### The clock network

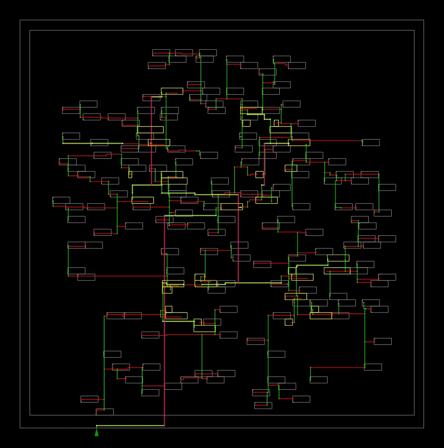
### Wiring heat map

The bar under the picture is 50 µm long. The die is cut into 34 by 35 equal tiles; white is low, dark blue is high, scaled to the fullest tile. Values are wire area over tile area, all layers added.
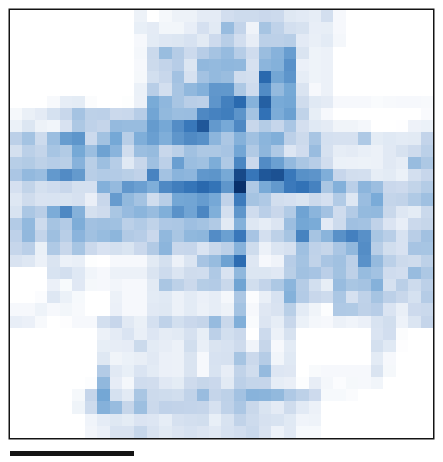
### Layout detail

Region (66, 66) to (106, 106) µm. Cells in grey, sequential cells in the stronger grey; small squares are vias.
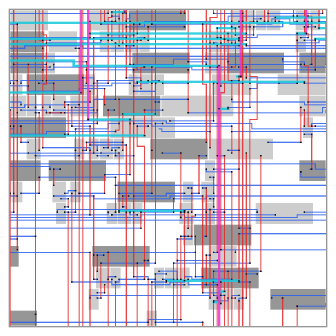
### Clock distribution

The bar under the picture is 50 µm long.
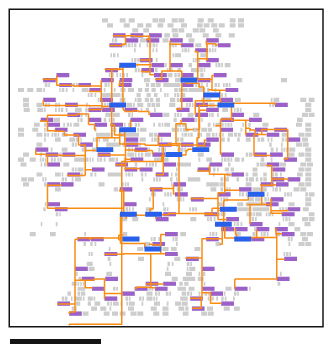
### M3 wires

Cells faint in the background.
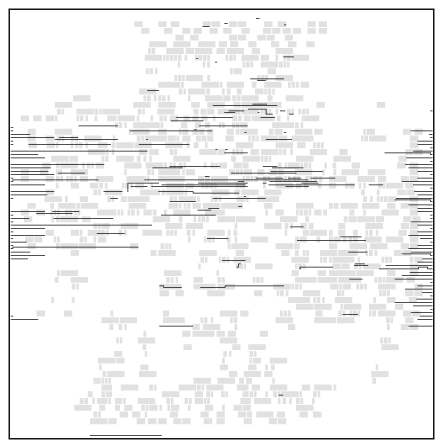
**src/rtl/tap_delay_line.sv**
```systemverilog
// Sample delay line for the Hilbert filter taps: DEPTH stages of WIDTH bits,
// with per-stage valid flags, a saturating fill count and a registered tap mux.
module tap_delay_line #(
    parameter int WIDTH = 16,
    parameter int DEPTH = 8,
    parameter int SEL_W = 3
) (
    input  logic                   clk,
    input  logic                   RST_n,
    input  logic                   EN,
    input  logic                   CLR,
    input  logic [WIDTH-1:0]       D,
    input  logic                   D_valid,
    output logic [WIDTH*DEPTH-1:0] TAPS,
    output logic [DEPTH-1:0]       TAP_VALID,
    input  logic [SEL_W-1:0]       TAP_SEL,
    output logic [WIDTH-1:0]       TAP_OUT,
    output logic [WIDTH-1:0]       Q,
    output logic                   Q_valid,
    output logic [SEL_W:0]         FILL,
    output logic                   FULL,
    output logic                   SHIFTED
);

    localparam logic [SEL_W:0] FILL_MAX = (SEL_W+1)'(DEPTH);

    logic [DEPTH-1:0][WIDTH-1:0] stg;
    logic [DEPTH-1:0]            vld;
    logic [SEL_W:0]              fill;
    logic                        full;
    logic                        shifted;
    logic [WIDTH-1:0]            tap_out;
    logic [WIDTH-1:0]            sel_tap;
    logic                        shift;

    assign shift = EN & D_valid & ~CLR;

    // Out-of-range selects (possible when DEPTH is not a power of two) read 0.
    always_comb begin
        sel_tap = '0;
        for (int k = 0; k < DEPTH; k++)
            if (TAP_SEL == SEL_W'(k)) sel_tap = stg[k];
    end

    always_ff @(posedge clk) begin
        if (!RST_n || CLR) begin
            stg     <= '0;
            vld     <= '0;
            fill    <= '0;
            full    <= 1'b0;
            shifted <= 1'b0;
            tap_out <= '0;
        end else begin
            tap_out <= sel_tap;
            shifted <= shift;
            if (shift) begin
                stg <= {stg[DEPTH-2:0], D};
                vld <= {vld[DEPTH-2:0], 1'b1};
                if (fill != FILL_MAX) fill <= fill + 1'b1;
                full <= (fill >= FILL_MAX - 1'b1);
            end
        end
    end

    assign TAPS      = stg;
    assign TAP_VALID = vld;
    assign TAP_OUT   = tap_out;
    assign Q         = stg[DEPTH-1];
    assign Q_valid   = vld[DEPTH-1];
    assign FILL      = fill;
    assign FULL      = full;
    assign SHIFTED   = shifted;

endmodule

```
**config.mk**
```make
export PLATFORM = sky130hd
export DESIGN_NAME = tap_delay_line
export DESIGN_NICKNAME = d
export VERILOG_FILES = /design/src/rtl/tap_delay_line.sv
export SDC_FILE = /design/constraint.sdc
export NUM_CORES = 1
export LEC_CHECK = 0
export CAP_MARGIN = 25
export CORE_AREA = 4 4 167 169
export CTS_CLUSTER_DIAMETER = 40
export DETAILED_ROUTE_END_ITERATION = 10
export DIE_AREA = 0 0 171 173
export HOLD_SLACK_MARGIN = 0.05
export PLACE_DENSITY = 0.58
export SYNTH_ARGS = -nofsm -noshare
export SYNTH_HDL_FRONTEND = slang
export SYNTH_SLANG_ARGS = --single-unit
```
**constraint.sdc**
```tcl
create_clock -name clk -period 4.4 [get_ports clk]
set_clock_uncertainty 0.15 [all_clocks]
set_input_delay 1.1 -clock clk [delete_from_list [all_inputs] [get_ports clk]]
set_output_delay 1.1 -clock clk [all_outputs]
set_load 0.02 [all_outputs]
```
==> design notes <==
The via density per instance works out to 4.77. The post-detailed-route DRC marker count is 0, and the proportion of layout cells with a drive suffix above 1 is 0.0626. Listed in order, past its start point the critical path passes clkdlybuf4s50_1. The dominant kind of combinational cell was simple AND/OR/NAND/NOR gates.

The run gives 0.256 mV for the highest ir drop seen on vdd. The run finished with clean final reports. With the worst endpoint data arrival time at 1.64 ns, the final tally of hold violations is 0. The xor and xnor fraction of the mapped netlist area was 0.00269; the remaining global-route overflow was 0. After routing the design area is 0.00923 mm².

Counting instances in the post-synthesis netlist gives the leading cell types as sky130_fd_sc_hd__nand2_1, sky130_fd_sc_hd__dfxtp_1, sky130_fd_sc_hd__a21oi_1. The met1 global-route usage was 0.222. The run gives 1267 as the cell total after placement. The die area is 0.0296 mm².

The tools report the effective utilization at floorplan as 0.245. As logged by OpenROAD, the buffers inserted on ports number 198. The run gives 555 as the number of combinational gates with multiple inputs.

The run gives 1299 as the final instance count without filler cells. The proportion of netlist area held by the largest area contributor was 0.486. Synthesis handed over a netlist of 795 instances. Number of standard cells reported by yosys: 795.

The HPWL after detailed placement is 17400 µm. The share of synthesized cell area in and-or and or-and compound cells is 0.163, and the headroom to the max-slew limit is 0.428. Entering global routing, the biggest net connects 88 pins. The terminus of the critical flop-to-flop path is FILL[2].

The worst setup path startpoint was TAPS[101].
-- 'The clock network' (at the start) --
power consumed by the clock network: 1580 µW
clock latency on the worst-skew pair: 0.43 ns

-- 'Wiring heat map' (at the start) --
fullest tile: 0.66
mean over tiles: 0.13
nearly empty tiles: 24%
tiles over half the peak: 8.1%
count of vias placed by the detailed router: 6190
Routed wire per std cell: 18.8 µm
total routing usage reported by global routing: 0.160

-- 'Layout detail' (at the start) --
legend:
  cyan:
    layer: M3
  blue:
    layer: M1
  magenta:
    layer: M4
  red:
    layer: M2
cells with their middle in the window: 82
sequential cells in the window: 16
netlist names of flops here include: TAPS (15), TAP_OUT (1)
most frequent: nand2_1 (32), dfxtp_1 (16), a21oi_1 (15)

-- 'Clock distribution' (at the start) --
legend:
  blue:
    item: clock-net drivers
    count: 17
  orange:
    item: clock wires
    length: 2190 µm
  purple:
    item: flip-flops
    count: 158
flops lie: all over the die
routed clock nets: 18
share of power burned in the clock network: 0.495

-- 'M3 wires' (at the start) --
share of all routed wire: 8.0%
longest straight run: 65.8 µm
nets with wire on the layer: 154
met3 Track Usage GR: 0.0432
DRT Wirelength: 24400 µm

Power and IR drop assume default switching activity.
